$ cat config.mk
export PLATFORM = sky130hd
export DESIGN_NAME = slt_seq_responder
export DESIGN_NICKNAME = d
export VERILOG_FILES = /design/src/rtl/slt_pkg.sv /design/src/rtl/slt_digit_cmp.sv /design/src/rtl/slt_seq_responder.sv
export SDC_FILE = /design/constraint.sdc
export NUM_CORES = 1
export LEC_CHECK = 0
export CAP_MARGIN = 40
export CELL_PAD_IN_SITES_DETAIL_PLACEMENT = 1
export CELL_PAD_IN_SITES_GLOBAL_PLACEMENT = 2
export CORE_MARGIN = 2
export CORE_UTILIZATION = 27
export CTS_CLUSTER_DIAMETER = 80
export DETAILED_ROUTE_END_ITERATION = 10
export GPL_ROUTABILITY_DRIVEN = 0
export HOLD_SLACK_MARGIN = 0.03
export PLACE_DENSITY = 0.83
export REMOVE_ABC_BUFFERS = 1
export SETUP_SLACK_MARGIN = 0.15
export SYNTH_ARGS = -nofsm -noshare
export SYNTH_HDL_FRONTEND = slang
export SYNTH_SLANG_ARGS = --single-unit
export TNS_END_PERCENT = 5
$ cat constraint.sdc
create_clock -name clk -period 1.8 [get_ports clk]
set_input_delay 0.54 -clock clk [delete_from_list [all_inputs] [get_ports clk]]
set_output_delay 0.54 -clock clk [all_outputs]
set_load 0.02 [all_outputs]
$ cat src/rtl/slt_pkg.sv
// Shared definitions for the sequential set-less-than responder: FSM encoding,
// default geometry and helpers that derive the compare-cycle count and counter width.
package slt_pkg;

  typedef enum logic [1:0] {
    ST_IDLE = 2'd0,
    ST_CMP  = 2'd1,
    ST_DONE = 2'd2
  } slt_state_e;

  localparam int unsigned SLT_SIZE  = 32;
  localparam int unsigned SLT_DIGIT = 4;

  function automatic int unsigned cmp_cycles(input int unsigned size, input int unsigned digit);
    return size / digit;
  endfunction

  // A single-digit operand still needs a one-bit counter to stay a legal vector.
  function automatic int unsigned cnt_width(input int unsigned size, input int unsigned digit);
    int unsigned n;
    n = size / digit;
    return (n > 1) ? $clog2(n) : 1;
  endfunction

  localparam int unsigned SLT_CMP_CYCLES = cmp_cycles(SLT_SIZE, SLT_DIGIT);
  localparam int unsigned SLT_CNT_W      = cnt_width(SLT_SIZE, SLT_DIGIT);

endpackage

$ cat src/rtl/slt_digit_cmp.sv
// Combinational DIGIT-bit unsigned comparator: reports a<b and a!=b for one slice.
module slt_digit_cmp
  import slt_pkg::*;
#(
  parameter int unsigned DIGIT = SLT_DIGIT
) (
  input  logic [DIGIT-1:0] a,
  input  logic [DIGIT-1:0] b,
  output logic             lt,
  output logic             ne
);

  assign lt = (a < b);
  assign ne = (a != b);

endmodule

$ cat src/rtl/slt_seq_responder.sv
// Multi-cycle SLT/SLTU responder comparing DIGIT bits per cycle, MSB first.
// Define SLT_EARLY_EXIT_EN to finish at the first differing digit (variable latency).
module slt_seq_responder
  import slt_pkg::*;
#(
  parameter int unsigned SIZE  = SLT_SIZE,
  parameter int unsigned DIGIT = SLT_DIGIT
) (
  input  logic            clk,
  input  logic            rst,
  input  logic            in_valid,
  output logic            in_ready,
  input  logic [SIZE-1:0] a,
  input  logic [SIZE-1:0] b,
  input  logic            is_signed,
  output logic            out_valid,
  input  logic            out_ready,
  output logic [SIZE-1:0] out,
  output logic            busy
);

  localparam int unsigned CMP_CYCLES = cmp_cycles(SIZE, DIGIT);
  localparam int unsigned CNT_W      = cnt_width(SIZE, DIGIT);
  localparam logic [CNT_W-1:0] CNT_LOAD = CNT_W'(CMP_CYCLES - 1);

  slt_state_e      state_q, state_d;
  logic [SIZE-1:0] sa_q, sa_d;
  logic [SIZE-1:0] sb_q, sb_d;
  logic [CNT_W-1:0] cnt_q, cnt_d;
  logic            in_ready_q, in_ready_d;
  logic            out_valid_q, out_valid_d;
  logic [SIZE-1:0] out_q, out_d;
  logic            busy_q, busy_d;
`ifndef SLT_EARLY_EXIT_EN
  logic            lt_q, lt_d;
  logic            decided_q, decided_d;
`endif

  logic dig_lt_s;
  logic dig_ne_s;

  slt_digit_cmp #(
    .DIGIT (DIGIT)
  ) u_digit_cmp (
    .a  (sa_q[SIZE-1 -: DIGIT]),
    .b  (sb_q[SIZE-1 -: DIGIT]),
    .lt (dig_lt_s),
    .ne (dig_ne_s)
  );

  // Next-state and next-output logic for the IDLE/CMP/DONE sequencer.
  always_comb begin
    state_d     = state_q;
    sa_d        = sa_q;
    sb_d        = sb_q;
    cnt_d       = cnt_q;
    in_ready_d  = in_ready_q;
    out_valid_d = out_valid_q;
    out_d       = out_q;
    busy_d      = busy_q;
`ifndef SLT_EARLY_EXIT_EN
    lt_d        = lt_q;
    decided_d   = decided_q;
`endif
    case (state_q)
      ST_IDLE: begin
        if (in_valid && in_ready_q) begin
          // Flipping the sign bit maps two's-complement order onto unsigned order.
          sa_d           = a;
          sa_d[SIZE-1]   = a[SIZE-1] ^ is_signed;
          sb_d           = b;
          sb_d[SIZE-1]   = b[SIZE-1] ^ is_signed;
          cnt_d          = CNT_LOAD;
          state_d        = ST_CMP;
          in_ready_d     = 1'b0;
          busy_d         = 1'b1;
`ifndef SLT_EARLY_EXIT_EN
          lt_d           = 1'b0;
          decided_d      = 1'b0;
`endif
        end else begin
          state_d = ST_IDLE;
        end
      end
      ST_CMP: begin
`ifdef SLT_EARLY_EXIT_EN
        if (dig_ne_s || (cnt_q == {CNT_W{1'b0}})) begin
          state_d     = ST_DONE;
          out_valid_d = 1'b1;
          out_d       = {{(SIZE-1){1'b0}}, dig_lt_s};
        end else begin
          sa_d  = sa_q << DIGIT;
          sb_d  = sb_q << DIGIT;
          cnt_d = cnt_q - CNT_W'(1);
        end
`else
        // Only the first differing digit decides; later digits cannot override it.
        if (!decided_q && dig_ne_s) begin
          lt_d      = dig_lt_s;
          decided_d = 1'b1;
        end else begin
          lt_d      = lt_q;
          decided_d = decided_q;
        end
        if (cnt_q == {CNT_W{1'b0}}) begin
          state_d     = ST_DONE;
          out_valid_d = 1'b1;
          out_d       = {{(SIZE-1){1'b0}}, lt_d};
        end else begin
          sa_d  = sa_q << DIGIT;
          sb_d  = sb_q << DIGIT;
          cnt_d = cnt_q - CNT_W'(1);
        end
`endif
      end
      ST_DONE: begin
        if (out_ready) begin
          state_d     = ST_IDLE;
          out_valid_d = 1'b0;
          out_d       = {SIZE{1'b0}};
          busy_d      = 1'b0;
          in_ready_d  = 1'b1;
        end else begin
          state_d = ST_DONE;
        end
      end
      default: begin
        state_d     = ST_IDLE;
        out_valid_d = 1'b0;
        out_d       = {SIZE{1'b0}};
        busy_d      = 1'b0;
        in_ready_d  = 1'b1;
      end
    endcase
  end

  // State, datapath and registered outputs with synchronous reset.
  always_ff @(posedge clk) begin
    if (rst) begin
      state_q     <= ST_IDLE;
      sa_q        <= {SIZE{1'b0}};
      sb_q        <= {SIZE{1'b0}};
      cnt_q       <= {CNT_W{1'b0}};
      in_ready_q  <= 1'b1;
      out_valid_q <= 1'b0;
      out_q       <= {SIZE{1'b0}};
      busy_q      <= 1'b0;
`ifndef SLT_EARLY_EXIT_EN
      lt_q        <= 1'b0;
      decided_q   <= 1'b0;
`endif
    end else begin
      state_q     <= state_d;
      sa_q        <= sa_d;
      sb_q        <= sb_d;
      cnt_q       <= cnt_d;
      in_ready_q  <= in_ready_d;
      out_valid_q <= out_valid_d;
      out_q       <= out_d;
      busy_q      <= busy_d;
`ifndef SLT_EARLY_EXIT_EN
      lt_q        <= lt_d;
      decided_q   <= decided_d;
`endif
    end
  end

  assign in_ready  = in_ready_q;
  assign out_valid = out_valid_q;
  assign out       = out_q;
  assign busy      = busy_q;

endmodule

### Signal wires on met1, run 1

(3 px per um) Supply wires on this layer in grey.
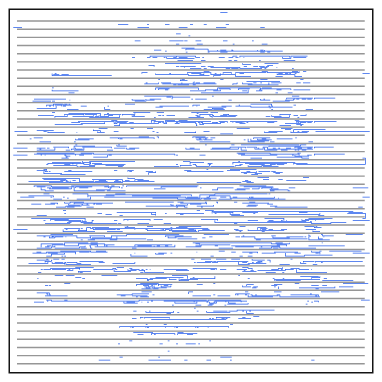
- share of all routed wire: 44%
- main direction: horizontal

### The metal 2 layer, run 1

(2 px per um) Cells faint in the background.
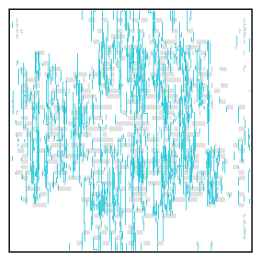
- main direction: vertical
- nets with wire on the layer: 511
- share of all routed wire: 50%
- wire length on this layer: 5240 um

### The metal 3 layer, run 1

(3 px per um)
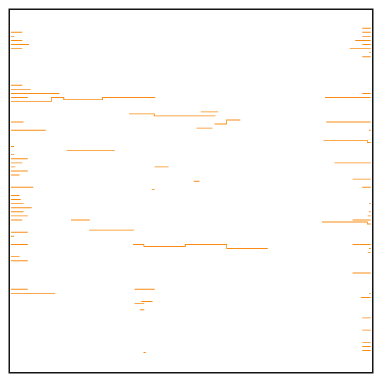
- main direction: horizontal
- longest straight run: 20.2 um
- share of all routed wire: 4.8%

### Cell placement, run 1

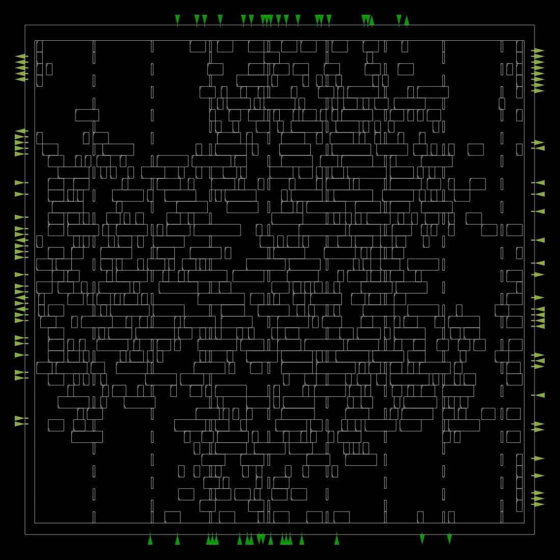
final instance count without filler cells: 704
Std-Cell Core Area: 13200 sq um
number of placement rows: 42
FILL cells: 1559

==> results.env, run 1 <==
R2R_SETUP_SLACK_NS=0.17
WORST_EP_ARRIVAL_TIME_NS=1.89
POWER.SEQUENTIAL.FRACTION_PCT=35.0
ANT_NETS=0
TOP_LEVEL_PORTS=104
NUM_VIAS=3266
YOSYS-TOP-CELLS-AREA='dfxtp_1 (41%), nand2_1 (12%), a311oi_1 (8.6%), a311oi_2 (8.6%), nor2_1 (7.5%)'
WORST_HOLD_PATH.ENDPOINT='sb_q[31]$_SDFFE_PP0P_'
MEAN_INSTANCE_SIZE_IN_THE_SYNTHESIZED_NETLIST_SQ_UM=8.27
BIGGESTREGSBYFLOPS='sa_q x32, sb_q x32, cnt_q x3'
CP_NUM_BUF_INV=3
POWER.LEAKAGE_nW=2.03
SYNTH_AREA_LEADER_CELL='dfxtp_1'
SYNTH_AREA_SQ_UM=3670
LOGIC_AREA_SQ_UM=1890
CRIT_FAMILY='simple AND/OR/NAND/NOR gates'
PLACE_AREA_SQ_UM=4560
MET2_USAGE_PCT=23.5
TAPCELL.INSERTED=176
MET2_WIRELENGTH_UM=5240
MAX_CAP_VIOL_COUNT=0
CTS-HOLD-FIX-BUFFERS=0
CRIT_FANOUT=5
CRIT_PATH_CELL_TRACE='inv_2 > ha_4 > nand3b_1 > and3_4 > buf_6 > clkbuf_16 > o211ai_1 > a21oi_1'
COMB_POWER_W=0.00191
HOLD_PATH_STARTPOINT='sb_q[31]$_SDFFE_PP0P_'
XOR_AREA_SHARE_PCT=0.477
ROUTED.TOP_LAYER='met4'
CTS-ROOT-TO-SINK-BUFFERS=2
GRTUSAGETOTAL_PCT=13.3
CTS_REPAIR_RESIZE_COUNT=8
CRITICAL_PATH_CELL_COUNT=8
POST-ROUTE-MIN-PERIOD_NS=1.63
CLK_PIN_SLEW_NS=0.06
POST-SYNTH-TOP-COUNT-CELL='nand2_1'
LAYOUT.AREA.TOP_CLASS='combinational gates'
WIRELENGTH_MET1_UM=4570
CLOCK_POWER_SHARE_PCT=33.5
POST_DRT_VIA_CELL_RATIO=4.64
P_SW_W=0.00183
CLOCK_INSERTION_DELAY_WORST_SKEW_NS=0.33
FINAL.SETUP.TNS_NS=0
TIMING.HOLD.WORST_PATH_DEPTH=2
P_TOTAL_W=0.00603
CHIPAREA_SQ_UM=14600
LAYOUT-DRIVE-GT1-SHARE_PCT=16.9
CRITPATHCAPTURE='sb_q[31]$_SDFFE_PP0P_'
CLK-POWER_W=0.00202
DETAIL_ROUTE.DRC_VIOLATIONS=0
PLACE.DETAILED.INSTANCES=676
CP_SLOWEST_CELL='dfxtp_2'
GR-TOTAL-OVERFLOW=0
NUM_ANTENNA_CELLS=0
POST_SYNTH_MAIN_LOGIC_FAMILY='AND-OR/OR-AND gates'
SEQ_SHARE_SYNTH_PCT=40.9
RR_STARTPOINT='cnt_q[0]$_SDFFE_PP0P_'
LAYOUT.NETS=599
WORST-SETUP-PATH-TYPE='flip-flop to flip-flop'
FINAL_TALLY_OF_HOLD_VIOLATIONS=0
N_ALL_INVERTERS=9
NETLIST_TOP_CELLS_COUNT='nand2_1 (113), dfxtp_1 (75), nor2_1 (73), a311oi_1 (36), buf_4 (33)'
LARGEST_NET_DEGREE_AT_THE_START_OF_GLOBAL_ROUTING=56
WORSTHOLDPATHTYPE='flip-flop to flip-flop'
FF2FF_PATH_DEPTH=8
FLOORPLAN.INITIALDENSITY_PCT=27.7
SEQ-POWER_W=0.00211
SW_SHARE_PCT=30.3
MAX_STAGE_DELAY_NS=0.34
N_SEQUENTIAL_CELL=75
SH_SEQ_AREA_PCT=29.2
ROUTE.FINAL.WIRE_LENGTH_UM=10400
NETLIST.AREA_LEADER.SHARE_PCT=40.9
P_INT_W=0.00420
PERIOD_USED_PCT=90.4
RSZ0062_AT_GRT='yes'
DOMINANTREGCELLSYNTH='dfxtp_1'
FINCLKSKEW_NS=0.00717
LAYOUT.CLOCK_BUFFERS=9
AREA_DELTA_SYNTH_FINAL_PCT=40.3
FINAL_UTIL_PCT=38.9
LAYOUT.BUFFER.NONCLOCK.AREA_SHARE_PCT=22.7
DRTITER0DRC=107
GLOBAL_ROUTE_WIRE_LENGTH_BEFORE_REPAIR_UM=15500
LAYOUT_TOP_CELLS_EXCL_FILL_TAP='nand2_1 (113), nor2_1 (73), dfxtp_1 (72)'
SETUP-VIOLATIONS-FINAL=0
DRT_PRE_ANTENNA_ITERS=4
NUMBER_OF_GLOBAL_ROUTE_VIAS_BEFORE_REPAIR=3328
MUXSHAREOFSYNTHAREA_PCT=0
SETUP.WORST_PATH.START_CLASS='flip-flop'
EDF_COUNT=0
MAX_FREQ_MHz=615
SYNTH.CELLMIX.COMPOUNDSHARE_PCT=22.2
SYNTHADDERAREAFRAC_PCT=2.04
YS_ASYNC_SR_FRACTION_PCT=0
NNONCLKBUFFERS=106
POST_CTS.REPAIR.SETUP_BUFFERS=0
HOLD_SLACK_NS=0.453
COMBAREAFRACTION_PCT=36.7
SETUP.WORST_PATH.END_CLASS='flip-flop'
INITIAL_ANTENNA_VIOLATION_COUNT=0
POST-DP-HPWL_UM=6690
RUN_STATUS='completed'
PLACEMENT.SETUP.WORST_SLACK_NS=-0.305
CTS_INSERTED_BUFFERS=9
FINALINSTANCEAREA_SQ_UM=5150
YOSYS_CELLS=444
SYNTH_FLOPS=75
SYN-INSTANCE-COUNT=444
USE_MET3_PCT=3.96
YOSYS.STAT.CHIPAREA_SQ_UM=3670
COMB_POWER_SHARE_PCT=31.6
CRITPATHLAUNCH='cnt_q[0]$_SDFFE_PP0P_'
==> run 1 -> run 2 <==
--- a/config.mk
+++ b/config.mk
@@ -5,7 +5,7 @@
 export SDC_FILE = /design/constraint.sdc
 export NUM_CORES = 1
 export LEC_CHECK = 0
-export CAP_MARGIN = 40
+export CAP_MARGIN = 20
 export CELL_PAD_IN_SITES_DETAIL_PLACEMENT = 1
 export CELL_PAD_IN_SITES_GLOBAL_PLACEMENT = 2
 export CORE_MARGIN = 2
### Signal wires on met1, run 2

(3 px per um) Supply wires on this layer in grey.
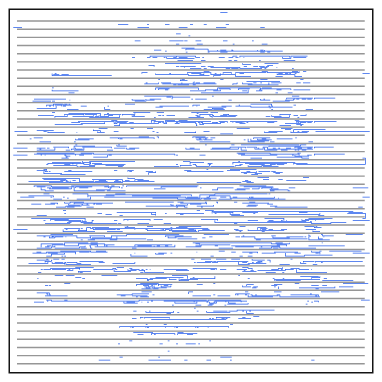
- nets with wire on the layer: 504
- main direction: horizontal

==> results.env, run 2 <==
SYN-INSTANCE-COUNT=444  # unchanged
TAPCELL.INSERTED=176  # unchanged
NNONCLKBUFFERS=106  # unchanged
DETAIL_ROUTE.DRC_VIOLATIONS=0  # unchanged
NETLIST-CELL-TYPE-COUNT=33
INITIAL_ANTENNA_VIOLATION_COUNT=0  # unchanged
SW_SHARE_PCT=30.3  # unchanged
POST-SYNTH-TOP-COUNT-CELL='nand2_1'
PERIOD_USED_PCT=90.4  # unchanged
YOSYS_CELLS=444  # unchanged
N_SEQUENTIAL_CELL=75  # unchanged
FF2FF_PATH_DEPTH=8  # unchanged
DETAILROUTE.WIRELENGTH.MET3_UM=505
SYNTH.CELLMIX.COMPOUNDSHARE_PCT=22.2  # unchanged
POWER.LEAKAGE_nW=2.03  # unchanged
LAYOUT-DRIVE-GT1-SHARE_PCT=16.9  # unchanged
FINAL_TALLY_OF_HOLD_VIOLATIONS=0  # unchanged
GROUTE.LAYER.MET1.USAGE_PCT=15.6
CP_SLOWEST_CELL='dfxtp_2'
FINCLKSKEW_NS=0.00717  # unchanged
CRITPATHLAUNCH='cnt_q[0]$_SDFFE_PP0P_'
PLACE_AREA_SQ_UM=4560  # unchanged
RR_STARTPOINT='cnt_q[0]$_SDFFE_PP0P_'
P_INT_W=0.00420  # unchanged
SEQ_SHARE_SYNTH_PCT=40.9  # unchanged
COMBAREAFRACTION_PCT=36.7  # unchanged
CLK-POWER_W=0.00202  # about the same
CRIT_FANOUT=5  # unchanged
FLOORPLAN.CORE_AREA_SQ_UM=13200  # unchanged
POST_SYNTH_MAIN_LOGIC_FAMILY='AND-OR/OR-AND gates'
RSZ0062_AT_GRT='yes'
R2R_SETUP_SLACK_NS=0.17  # about the same
NUMBER_OF_GLOBAL_ROUTE_VIAS_BEFORE_REPAIR=3328  # unchanged
CTS-ROOT-BUF='clkbuf_16'
SETUP.WORST_PATH.START_CLASS='flip-flop'
GR-TOTAL-OVERFLOW=0  # unchanged
SYNTHADDERAREAFRAC_PCT=2.04  # unchanged
N_ALL_INVERTERS=9  # unchanged
CP_NUM_BUF_INV=3  # unchanged
WORST_HOLD_PATH.ENDPOINT='sb_q[31]$_SDFFE_PP0P_'
PLACEMENT.SETUP.WORST_SLACK_NS=-0.305  # unchanged
CLOCK_POWER_SHARE_PCT=33.5  # about the same
ROUTE.FINAL.WIRE_LENGTH_UM=10400  # unchanged
SYNTH_AREA_SQ_UM=3670  # unchanged
INPUT_OUTPUT_BUFFERS=72
CRITPATHCAPTURE='sb_q[31]$_SDFFE_PP0P_'
LAYOUT.CLOCK_BUFFERS=9  # unchanged
TIMING.HOLD.WORST_PATH_DEPTH=2  # unchanged
COMB_POWER_W=0.00191  # about the same
DOMINANTREGCELLSYNTH='dfxtp_1'
FINAL.SETUP.TNS_NS=0  # unchanged
SH_SEQ_AREA_PCT=29.2  # unchanged
SETUP-VIOLATIONS-FINAL=0  # unchanged
BIGGESTREGSBYFLOPS='sa_q x32, sb_q x32, cnt_q x3'
YOSYS-TOP-CELLS-AREA='dfxtp_1 (41%), nand2_1 (12%), a311oi_1 (8.6%), a311oi_2 (8.6%), nor2_1 (7.5%)'
MEAN_INSTANCE_SIZE_IN_THE_SYNTHESIZED_NETLIST_SQ_UM=8.27  # unchanged
RUN_STATUS='completed'
CTS_INSERTED_BUFFERS=9  # unchanged
NUM_VIAS=3266  # unchanged
LARGEST_NET_DEGREE_AT_THE_START_OF_GLOBAL_ROUTING=56  # unchanged
GLOBAL_ROUTE_WIRE_LENGTH_BEFORE_REPAIR_UM=15500  # unchanged
SYNTH_FLOPS=75  # unchanged
LAYOUT.AREA.TOP_CLASS='combinational gates'
CTS-HOLD-FIX-BUFFERS=0  # unchanged
COMB_POWER_SHARE_PCT=31.6  # about the same
NUM_ANTENNA_CELLS=0  # unchanged
FINALINSTANCEAREA_SQ_UM=5150  # unchanged
MAX_STAGE_DELAY_NS=0.34  # about the same
GRTUSAGETOTAL_PCT=13.3  # unchanged
MUXSHAREOFSYNTHAREA_PCT=0  # unchanged
CHIPAREA_SQ_UM=14600  # unchanged
XOR_AREA_SHARE_PCT=0.477  # unchanged
POWER.SEQUENTIAL.FRACTION_PCT=35.0  # about the same
CLOCK_INSERTION_DELAY_WORST_SKEW_NS=0.33  # about the same
HOLD_SLACK_NS=0.453  # unchanged
DRT_PRE_ANTENNA_ITERS=4  # unchanged
ANT_NETS=0  # unchanged
WORST_EP_ARRIVAL_TIME_NS=1.89  # about the same
POST_DRT_VIA_CELL_RATIO=4.64  # unchanged
SEQ-POWER_W=0.00211  # about the same
SYNTH_AREA_LEADER_CELL='dfxtp_1'
CLK_PIN_SLEW_NS=0.06  # about the same
P_TOTAL_W=0.00603  # unchanged
SETUP.WORST_PATH.END_CLASS='flip-flop'
YS_ASYNC_SR_FRACTION_PCT=0  # unchanged
CRITICAL_PATH_CELL_COUNT=8  # unchanged
FINAL.FILL_COUNT=1559  # unchanged
CTS_TREE='yes'
MAX_CAP_VIOL_COUNT=0  # unchanged
DRTITER0DRC=107  # unchanged
HOLD_PATH_STARTPOINT='sb_q[31]$_SDFFE_PP0P_'
FLOORPLAN.INITIALDENSITY_PCT=27.7  # unchanged
ROUTED.TOP_LAYER='met4'
P_SW_W=0.00183  # unchanged
LAYOUT.NETS=599  # unchanged
LAYOUT_TOP_CELLS_EXCL_FILL_TAP='nand2_1 (113), nor2_1 (73), dfxtp_1 (72)'
LOGIC_AREA_SQ_UM=1890  # unchanged
PLACE.DETAILED.INSTANCES=676  # unchanged
POST_CTS.REPAIR.SETUP_BUFFERS=0  # unchanged
MET2_USAGE_PCT=23.5  # unchanged
CTS.SINKS=75
POST-DP-HPWL_UM=6690  # unchanged
WIRELENGTH_MET1_UM=4570  # unchanged
LAYOUT.BUFFER.NONCLOCK.AREA_SHARE_PCT=22.7  # unchanged
EDF_COUNT=0  # unchanged
CTS-ROOT-TO-SINK-BUFFERS=2  # unchanged
MAX_FREQ_MHz=615  # unchanged
LAYOUTNONFILLERINSTCOUNT=704  # unchanged
POST-ROUTE-MIN-PERIOD_NS=1.63  # unchanged
NETLIST.AREA_LEADER.SHARE_PCT=40.9  # unchanged
TOP_LEVEL_PORTS=104  # unchanged
NETLIST_TOP_CELLS_COUNT='nand2_1 (113), dfxtp_1 (75), nor2_1 (73), a311oi_1 (36), buf_4 (33)'
SYNTH.CELLMIX.SIMPLESHARE_PCT=21.3
YOSYS.STAT.CHIPAREA_SQ_UM=3670  # unchanged
CTS_REPAIR_RESIZE_COUNT=8  # unchanged
CRIT_PATH_CELL_TRACE='inv_2 > ha_4 > nand3b_1 > and3_4 > buf_6 > clkbuf_16 > o211ai_1 > a21oi_1'
MET2_WIRELENGTH_UM=5240  # unchanged
AREA_DELTA_SYNTH_FINAL_PCT=40.3  # unchanged
WORSTHOLDPATHTYPE='flip-flop to flip-flop'
CRIT_FAMILY='simple AND/OR/NAND/NOR gates'
WORST-SETUP-PATH-TYPE='flip-flop to flip-flop'
FINAL_UTIL_PCT=38.9  # unchanged
